**src/rtl/rr_resource_arbiter_pkg.sv**
```systemverilog
// Shared types and helpers for the round-robin resource arbiter.
// Latency: n/a (types and functions only).
// Backpressure: n/a.
package rr_resource_arbiter_pkg;

    typedef enum logic {
        ST_IDLE  = 1'b0,
        ST_GRANT = 1'b1
    } arb_state_t;

    // Bits needed to encode an index in the range 0..count-1 (at least one bit).
    function automatic int count2width(input int count);
        if (count <= 2) begin
            return 1;
        end
        return $clog2(count);
    endfunction

endpackage

```
**src/rtl/rr_resource_arbiter_vector2index.sv**
```systemverilog
// Priority encoder: reports the lowest set bit of a vector and whether any bit is set.
// Latency: combinational.
// Backpressure: none; purely combinational.
module rr_resource_arbiter_vector2index #(
    parameter int WIDTH = 4,
    parameter int IDX_W = 2
) (
    input  logic [WIDTH-1:0] vector_in,
    output logic [IDX_W-1:0] index_out,
    output logic             contains_valid_index_out
);

    // Scan from the top down so the lowest set bit is the last one written.
    always_comb begin
        index_out                = '0;
        contains_valid_index_out = 1'b0;
        for (int i = WIDTH - 1; i >= 0; i--) begin
            if (vector_in[i]) begin
                index_out                = IDX_W'(i);
                contains_valid_index_out = 1'b1;
            end
        end
    end

endmodule

```
**src/rtl/rr_resource_arbiter.sv**
```systemverilog
// Round-robin arbiter granting one shared resource to NUM_REQ requesters until release/withdraw/timeout.
// Latency: grant registered one cycle after a request is seen in IDLE; one idle cycle between grants.
// Backpressure: no preemption; other requests wait by level until the owner lets go.
module rr_resource_arbiter
    import rr_resource_arbiter_pkg::*;
#(
    parameter int NUM_REQ        = 4,
    parameter int MAX_HOLD       = 0,
    parameter int HOLD_CNT_WIDTH = 16,
    localparam int IDX_W         = count2width(NUM_REQ)
) (
    input  logic               clk,
    input  logic               reset,
    input  logic [NUM_REQ-1:0] req_in,
    input  logic               release_in,
    output logic               grant_valid_out,
    output logic [NUM_REQ-1:0] grant_onehot_out,
    output logic [IDX_W-1:0]   grant_index_out,
    output logic               timeout_out
);

    localparam logic [HOLD_CNT_WIDTH-1:0] HOLD_LAST =
        (MAX_HOLD == 0) ? '0 : HOLD_CNT_WIDTH'(MAX_HOLD - 1);

    arb_state_t                state_q, state_d;
    logic [IDX_W-1:0]          ptr_q, ptr_d;
    logic [IDX_W-1:0]          idx_q, idx_d;
    logic [NUM_REQ-1:0]        onehot_q, onehot_d;
    logic                      valid_q, valid_d;
    logic                      timeout_q, timeout_d;
    logic [HOLD_CNT_WIDTH-1:0] hold_q, hold_d;

    logic [NUM_REQ-1:0] masked_req;
    logic [IDX_W-1:0]   masked_idx, raw_idx, win_idx;
    logic               masked_vld, raw_vld;
    logic               rel_norm, rel_force;

    // Only requesters strictly above the last winner are eligible in the first pass.
    always_comb begin
        masked_req = '0;
        for (int i = 0; i < NUM_REQ; i++) begin
            masked_req[i] = req_in[i] && (IDX_W'(i) > ptr_q);
        end
    end

    rr_resource_arbiter_vector2index #(
        .WIDTH (NUM_REQ),
        .IDX_W (IDX_W)
    ) u_enc_masked (
        .vector_in                (masked_req),
        .index_out                (masked_idx),
        .contains_valid_index_out (masked_vld)
    );

    rr_resource_arbiter_vector2index #(
        .WIDTH (NUM_REQ),
        .IDX_W (IDX_W)
    ) u_enc_raw (
        .vector_in                (req_in),
        .index_out                (raw_idx),
        .contains_valid_index_out (raw_vld)
    );

    assign win_idx = masked_vld ? masked_idx : raw_idx;

    // A voluntary release (release or withdraw) wins over a simultaneous timeout.
    assign rel_norm  = release_in || !req_in[idx_q];
    assign rel_force = (MAX_HOLD != 0) && (hold_q == HOLD_LAST);

    // State and output registers; pointer resets so requester 0 has top priority.
    always_ff @(posedge clk) begin
        if (reset) begin
            state_q   <= ST_IDLE;
            ptr_q     <= IDX_W'(NUM_REQ - 1);
            idx_q     <= '0;
            onehot_q  <= '0;
            valid_q   <= 1'b0;
            timeout_q <= 1'b0;
            hold_q    <= '0;
        end else begin
            state_q   <= state_d;
            ptr_q     <= ptr_d;
            idx_q     <= idx_d;
            onehot_q  <= onehot_d;
            valid_q   <= valid_d;
            timeout_q <= timeout_d;
            hold_q    <= hold_d;
        end
    end

    // Next-state: IDLE always lasts at least one cycle, acting as bus turnaround.
    always_comb begin
        state_d = state_q;
        case (state_q)
            ST_IDLE:  if (raw_vld) state_d = ST_GRANT;
            ST_GRANT: if (rel_norm || rel_force) state_d = ST_IDLE;
            default:  state_d = ST_IDLE;
        endcase
    end

    // Next values of the registered outputs, pointer and hold counter.
    always_comb begin
        ptr_d     = ptr_q;
        idx_d     = idx_q;
        onehot_d  = '0;
        valid_d   = 1'b0;
        timeout_d = 1'b0;
        hold_d    = hold_q;
        case (state_q)
            ST_IDLE: begin
                if (raw_vld) begin
                    valid_d  = 1'b1;
                    idx_d    = win_idx;
                    onehot_d = NUM_REQ'(1) << win_idx;
                    ptr_d    = win_idx;
                    hold_d   = '0;
                end
            end
            ST_GRANT: begin
                if (rel_norm || rel_force) begin
                    timeout_d = rel_force && !rel_norm;
                end else begin
                    valid_d  = 1'b1;
                    onehot_d = onehot_q;
                    if (hold_q != '1) begin
                        hold_d = hold_q + HOLD_CNT_WIDTH'(1);
                    end
                end
            end
            default: ;
        endcase
    end

    assign grant_valid_out  = valid_q;
    assign grant_onehot_out = onehot_q;
    assign grant_index_out  = idx_q;
    assign timeout_out      = timeout_q;

endmodule

```
**config.mk**
```make
export PLATFORM = sky130hd
export DESIGN_NAME = rr_resource_arbiter
export DESIGN_NICKNAME = d
export VERILOG_FILES = /design/src/rtl/rr_resource_arbiter_pkg.sv /design/src/rtl/rr_resource_arbiter_vector2index.sv /design/src/rtl/rr_resource_arbiter.sv
export SDC_FILE = /design/constraint.sdc
export NUM_CORES = 1
export LEC_CHECK = 0
export CORE_MARGIN = 4
export CORE_UTILIZATION = 32
export DETAILED_ROUTE_END_ITERATION = 12
export PLACE_DENSITY = 0.6
export SLEW_MARGIN = 0
export SYNTH_ARGS = -nofsm -noshare
export SYNTH_HDL_FRONTEND = slang
export SYNTH_HIERARCHICAL = 1
export SYNTH_SLANG_ARGS = --single-unit
```
**constraint.sdc**
```tcl
create_clock -name clk -period 1.8 [get_ports clk]
set_input_delay 0.18 -clock clk [delete_from_list [all_inputs] [get_ports clk]]
set_output_delay 0.18 -clock clk [all_outputs]
set_load 0.03 [all_outputs]
```
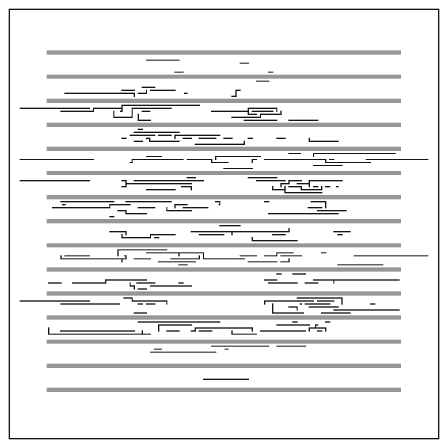
*Signal wires on met1, run 1*
Supply wires on this layer in gray.
main direction: horizontal
longest straight run: 11.5 um
vias: 491
drt total wl: 1.150 mm
GRT met1 Usage: 0.1479

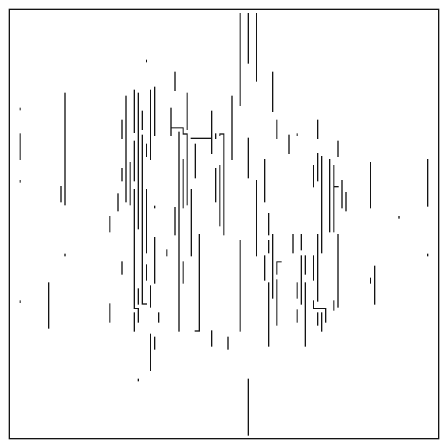
*Met2 routing, run 1*
share of all routed wire: 41%
wire length on this layer: 469 um
main direction: vertical
longest straight run: 22.4 um
nets with wire on the layer: 79
met2 usage: 0.1500

==> impl_metrics.ini, run 1 <==
; generated from flow reports
[global_route]
antenna_found_initial = 0
grt_max_degree = 13
track_usage = 0.1140
grt_pass1_wl_mm = 2.083

[yosys]
adder_share = 0
ys_seq_share = 0.3462
syn_avg_cell_area_sq_um = 8.533
yosysUniqueCellTypes = 27
synth-edff-count = 0
yosys-stat-cells = 61
ys_area_sq_um = 520.5
synth-main-ff-cell = dfxtp_1
synthMuxAreaShare = 0.07933
topCellsByArea = dfxtp_1 35%, nand2b_1 7.2%, nor2_1 6.5%

[setup_path]
reg2reg_slack_ns = 0.23
worstReg2RegStart = ptr_q[1]
cp-start-kind = input pin
critPathKind = input pin to register
required_ns = 2.01
startpoint = req_in[2]
critPathArrivalTime_ns = 1.78

[sta]
grt_setup_unrepaired = no
setup_ws_ns = 0.2298
slew_violations = 0
layout_min_cycle_time_ns = 1.570
finalClockPeriodUsage = 0.8723

[clock_tree]
htree_levels = 1
cts_root_buf = clkbuf_4
postCtsSetupBuffers = 0
cts_buffers = 3
clockBufferDepth = 2

[cells_and_area]
num_antenna_cells = 0
area_delta_synth_final_pct = 44.23
fin_cells = 101
fin_util = 0.4926

[floorplanning]
die_h_um = 48.33

[route]
ant_nets = 0
drc = 0
drt-initial-drc-count = 9

[placed_design]
io_buffers = 13
hpwl_um = 842.8

[hold_path]
min_path_type = register to register
holdPathEnd = grant_onehot_out[2]
min_path_cells = 2

[run]
max_cap_violations = 0

[pwr]
p_clk_frac = 0.281
powerSeq_uw = 233

[run_status]
status = finished clean
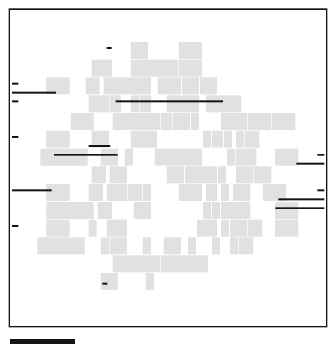
*Met3 routing, run 1*
Bar = 10 um.
share of all routed wire: 5.5%
nets with wire on the layer: 13
wire length on this layer: 63.5 um
main direction: horizontal
routing usage on met3: 0.02454

==> run 1: final cells by class <==
type / count / area, sq um
clock buffers: 4 / 26.28
fillers: 159 / 773.2
inverters: 3 / 11.26
multi-input cells: 50 / 337.8
flip-flops and latches: 9 / 180.2
well taps: 16 / 20.02
repair buffers: 19 / 175.2
==> run 1: per-layer routing <==
metal  global-route usage  up-vias  share of wire
li1                     -      253              -
met1               0.1479      216           0.50
met2               0.1500       17           0.41
met3              0.02454        5          0.055
met4               0.1106        0          0.040
met5                    0        -              0
==> run 1: cells in the final DEF, fill, tap and decap left out, types with 2 or more instances in the layout <==
cell and count:
mux2i_1 2, dfxtp_1 9, conb_1 4, a21oi_2 2
nor2_1 9, o21bai_1 2, nand2b_1 6, inv_1 3
o32ai_1 2, nor3_1 4, nand2_1 3, buf_4 6
clkdlybuf4s50_1 13, clkbuf_4 3
==> run 1: timing repair <==
action | 4_1_cts | 5_1_grt
gates resized | 0 | 3
endpoints found under the setup margin | 0 | 4
hold buffers | 0 | 0
==> run 1: worst max-delay path: stages <==
cell and delay, ns:
clkdlybuf4s50_1 0.42, nor2b_1 0.15, nor2_1 0.16, nand2_1 0.13
mux2i_2 0.19, or4_4 0.49, o21ai_2 0.06
==> run 1: through the flow <==
step | hold slack [ns] | setup TNS (ns) | area (sq um)
final | 0.4788 | 0 | 750.7
after global routing | 0.5268 | 0 | 750.7
after CTS | 0.4840 | 0 | 742.0
after detailed placement | 0.4687 | -0.7533 | 715.7
after global placement | 0.4701 | -0.4450 | 715.7
after floorplan | 0.3655 | 0 | 531.8
==> run 1: flip-flops by register name (all words and copies together), names as in the netlist <==
name and cells:
grant_index_out 2, grant_onehot_out 4, grant_valid_out 1, ptr_q 2
==> run 1 -> run 2 <==
--- a/config.mk
+++ b/config.mk
@@ -5,6 +5,8 @@
 export SDC_FILE = /design/constraint.sdc
 export NUM_CORES = 1
 export LEC_CHECK = 0
+export ABC_AREA = 1
+export CAP_MARGIN = 20
 export CORE_MARGIN = 4
 export CORE_UTILIZATION = 32
 export DETAILED_ROUTE_END_ITERATION = 12
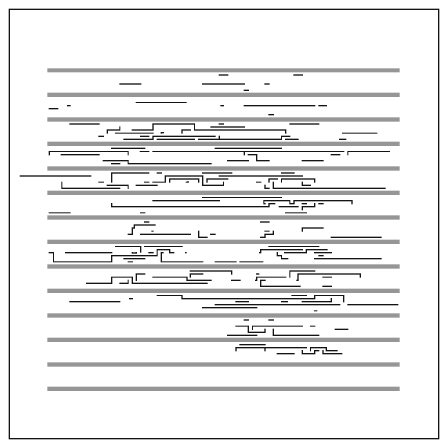
*Signal wires on met1, run 2*
Supply wires on this layer in gray.
nets with wire on the layer: 86
share of all routed wire: 51%
main direction: horizontal
wire length on this layer: 556 um
GRT met1 Usage: 0.1523
vias: 527

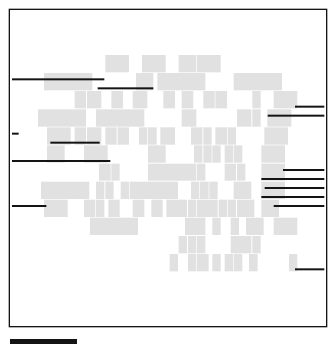
*Met3 routing, run 2*
Bar = 10 um.
wire length on this layer: 105 um
main direction: horizontal
drt total wl: 1.083 mm
routing usage on met3: 0.06391

==> run 2 against run 1 <==
Compared with the run above: register-to-register slack better by 0.11 ns; wire length is 5.8% lower; critical path depth is 6 lower; sequential power is 2% lower; utilization is 0.69 points higher; worst setup slack better by 0.050 ns; via count is 7.3% higher; combinational power is 13% lower; final area is 8.0% lower; final cell count is 8.9% higher; global-route usage is 0.79 points lower; first-iteration DRC count is 56% higher.
==> impl_metrics.ini, run 2 <==
; generated from flow reports
[sta]
finalClockPeriodUsage = 0.8448
setup_ws_ns = 0.2794
setup-tns-final_ns = 0

[run_status]
status = finished clean

[setup_path]
critPathKind = register to output port
slowest_stage = clkdlybuf4s50_1
slowest_delay_ns = 0.69
required_ns = 1.62

[yosys]
ys_seq_share = 0.3609
ys_area_sq_um = 499.2
syn_avg_cell_area_sq_um = 6.656
synth-edff-count = 0
synthMuxAreaShare = 0
yosysUniqueCellTypes = 19

[clock_tree]
cts_resized = 0
clockBufferDepth = 2

[cells_and_area]
fin_util = 0.4995
fin_cells = 110
area_delta_synth_final_pct = 38.35
fillerInstances = 149

[hold_path]
holdPathEnd = grant_onehot_out[3]

[run]
max_cap_violations = 0

[global_route]
antenna_found_initial = 0
grt_max_degree = 10

[floorplanning]
die_h_um = 47.50

[pwr]
p_clk_frac = 0.296
## run 2: cell count changes in the layout (fill, tap and decap cells not counted), sizes merged, moves of 6 or more
cell / change
a21oi: +7
inv: +10
nand2: +12
nand2b: -7
nand3: +6
## run 2: stage by stage
stage | hold slack (ns) | total power [uW]
floorplan | 0.4200 | 332.2
global placement | 0.4868 | 387.5
detailed placement | 0.4900 | 387.9
CTS | 0.5019 | 551.5
global route | 0.5236 | 580.5
finish | 0.4961 | 543.9
## run 2: area by class of cell
type                            instances  area [sq um]  area share
Clock buffer                            3         22.52     0.03261
Clock inverter                          1         5.005    0.007246
Inverter                               13         48.80     0.07065
Multi-Input combinational cell         54         270.3      0.3913
Sequential cell                         9         180.2      0.2609
Tap cell                               15         18.77     0.02717
Timing Repair Buffer                   15         145.1      0.2101
## run 2: worst max path at each step
stage,startpoint,end,slack (ns),cells after the start
floorplan,ptr_q[1],grant_onehot_out[2],0.52,8
global placement,req_in[1],grant_onehot_out[2],0.05,9
detailed placement,req_in[1],grant_onehot_out[2],0.02,9
CTS,grant_index_out[1],grant_index_out[1],0.26,1
global route,req_in[1],grant_onehot_out[2],0.14,9
finish,grant_index_out[1],grant_index_out[1],0.28,1
## run 2: worst reg2reg max path, delay by kind of cell, from the launching register on
kind / cells / cell delay, ns
buffers and inverters: 1 / 0.09
DFF: 1 / 0.34
and+or+nand+nor: 5 / 0.75
AOI/OAI and AO/OA: 2 / 0.18
## run 2: routing by layer
metal	wire (um)	global-route usage
met1	555	0.1523
met2	413	0.1283
met3	105	0.06391
met4	8	0.03315
met5	0	0
## run 2: power by group through the flow
stage	clock network (uW)	logic, uW	registers, uW
after floorplan	0	78.5	254
after global placement	0	155	233
after detailed placement	0	155	233
after CTS	167	156	228
after global routing	178	172	231
final	161	155	228
==> run 2 -> run 3 <==
==> constraint.sdc (replaced) <==
create_clock -name clk -period 1.4 [get_ports clk]
set_input_delay 0.14 -clock clk [delete_from_list [all_inputs] [get_ports clk]]
set_output_delay 0.14 -clock clk [all_outputs]
set_load 0.03 [all_outputs]
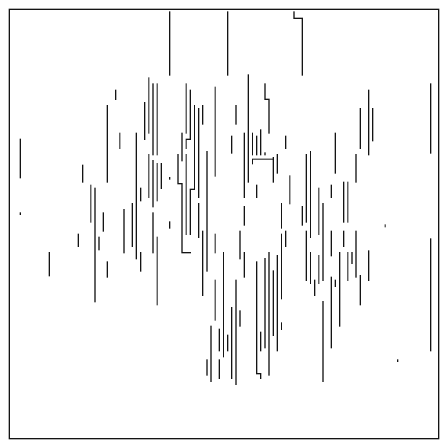
*Met2 routing, run 3*
wire length on this layer: 569 um
share of all routed wire: 46%
main direction: vertical
nets with wire on the layer: 90
vias: 546
met2 usage: 0.1765
drt total wl: 1.234 mm

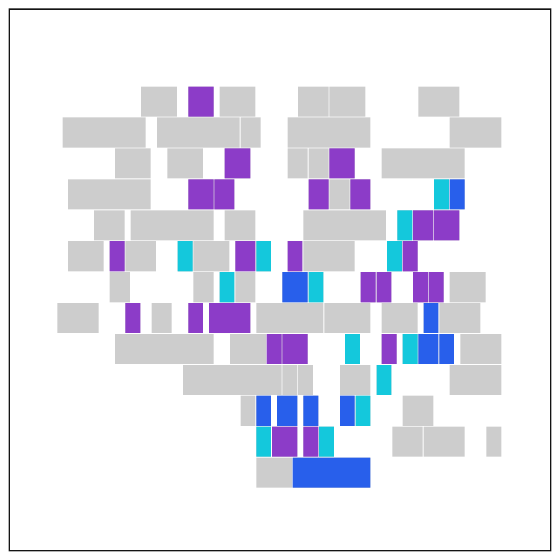
*Selected gate families, run 3*
[purple] nand cells | cells: 25 | where: center
[blue] nor cells | cells: 10
[cyan] inv cells | cells: 13
Comb/total area: 0.4172
most used logic cell in the final layout: inv_1
non-filler cells, final: 112

==> run 3 against run 2 <==
Compared with the run above: final area rose by 9.4%; clock skew fell by 0.0010 ns; register-to-register slack got worse by 0.27 ns; first-iteration DRC count fell by 71%; synthesized cell count did not move; sequential share of layout area fell by 1.3 points.
==> impl_metrics.ini, run 3 <==
; generated from flow reports
[setup_path]
reg2reg_slack_ns = 0.07
startpoint = req_in[2]
required_ns = 1.54
critPathArrivalTime_ns = 1.48
worstReg2RegStart = ptr_q[1]
cp-start-kind = input pin

[run]
max_cap_violations = 0

[route]
ant_nets = 0
drc = 0
drt-initial-drc-count = 4

[hold_path]
holdPathEnd = ptr_q[1]
min_path_cells = 7

[placed_design]
hpwl_um = 908.3
placed_area_sq_um = 678.2

[clock_tree]
cts_root_buf = clkbuf_4

[sta]
setup-tns-final_ns = 0
grt_setup_unrepaired = yes

[yosys]
yosysUniqueCellTypes = 19
yosys-stat-cells = 75
syn_avg_cell_area_sq_um = 6.656

[cells_and_area]
fin_util = 0.5466
num_antenna_cells = 0
fillerInstances = 141
final_cell_mix = 13 x inv_1, 12 x nand2_1, 7 x dfxtp_1

[run_status]
status = finished clean

[floorplanning]
die_h_um = 47.50
run 3: cell counts after synthesis:
Identical to the previous run, type by type.
run 3: power by group:
part	switching, uW	internal, uW
Clock	93.7	105
Sequential	20.9	280
Combinational	133	82.2
run 3: area by class of cell:
class | instances | share of cell area
sequential | 9 | 0.2483
inverter | 13 | 0.06457
clock buffer | 3 | 0.02980
multi-input combinational | 54 | 0.4172
clock inverter | 1 | 0.006623
tap | 15 | 0.02483
timing repair buffer | 17 | 0.2086
run 3: layer usage:
layer	track usage	part of all wire
met5	0	0
met4	0.03315	0.0065
met3	0.04511	0.066
met2	0.1765	0.46
met1	0.1461	0.47
run 3: cells by family after synthesis:
| kind of cell | after synthesis | share of synthesized area |
|---|---|---|
| simple gates | 35 | 0.3208 |
| compound gates | 15 | 0.1905 |
| other cells | 1 | 0.007512 |
| flops | 9 | 0.3609 |
| buf+inv | 15 | 0.1203 |
run 3: worst max-delay path by stage:
stage                          endpoint  cells after the start
CTS                     grant_valid_out                      1
detailed placement  grant_onehot_out[3]                      8
floorplan           grant_onehot_out[2]                      8
global placement    grant_onehot_out[1]                      9
global route        grant_onehot_out[1]                      9
finish              grant_onehot_out[2]                     10
run 3: timing repair:
action | 4_1_cts | 5_1_grt
pin swaps | 1 | 3
endpoints found under the setup margin | 10 | 8
hold endpoints to repair | 0 | 0
gates resized | 7 | 16
run 3: worst max-delay path, stage by stage:
cell and delay (ns):
clkdlybuf4s50_1 0.46, buf_4 0.16, inv_1 0.04, nand2_1 0.05
a21oi_2 0.11, inv_1 0.08, o21ai_4 0.20, inv_1 0.08
nand3_1 0.09, a21oi_2 0.06
Power figures rest on the tool's default switching activity, not on a simulated workload.
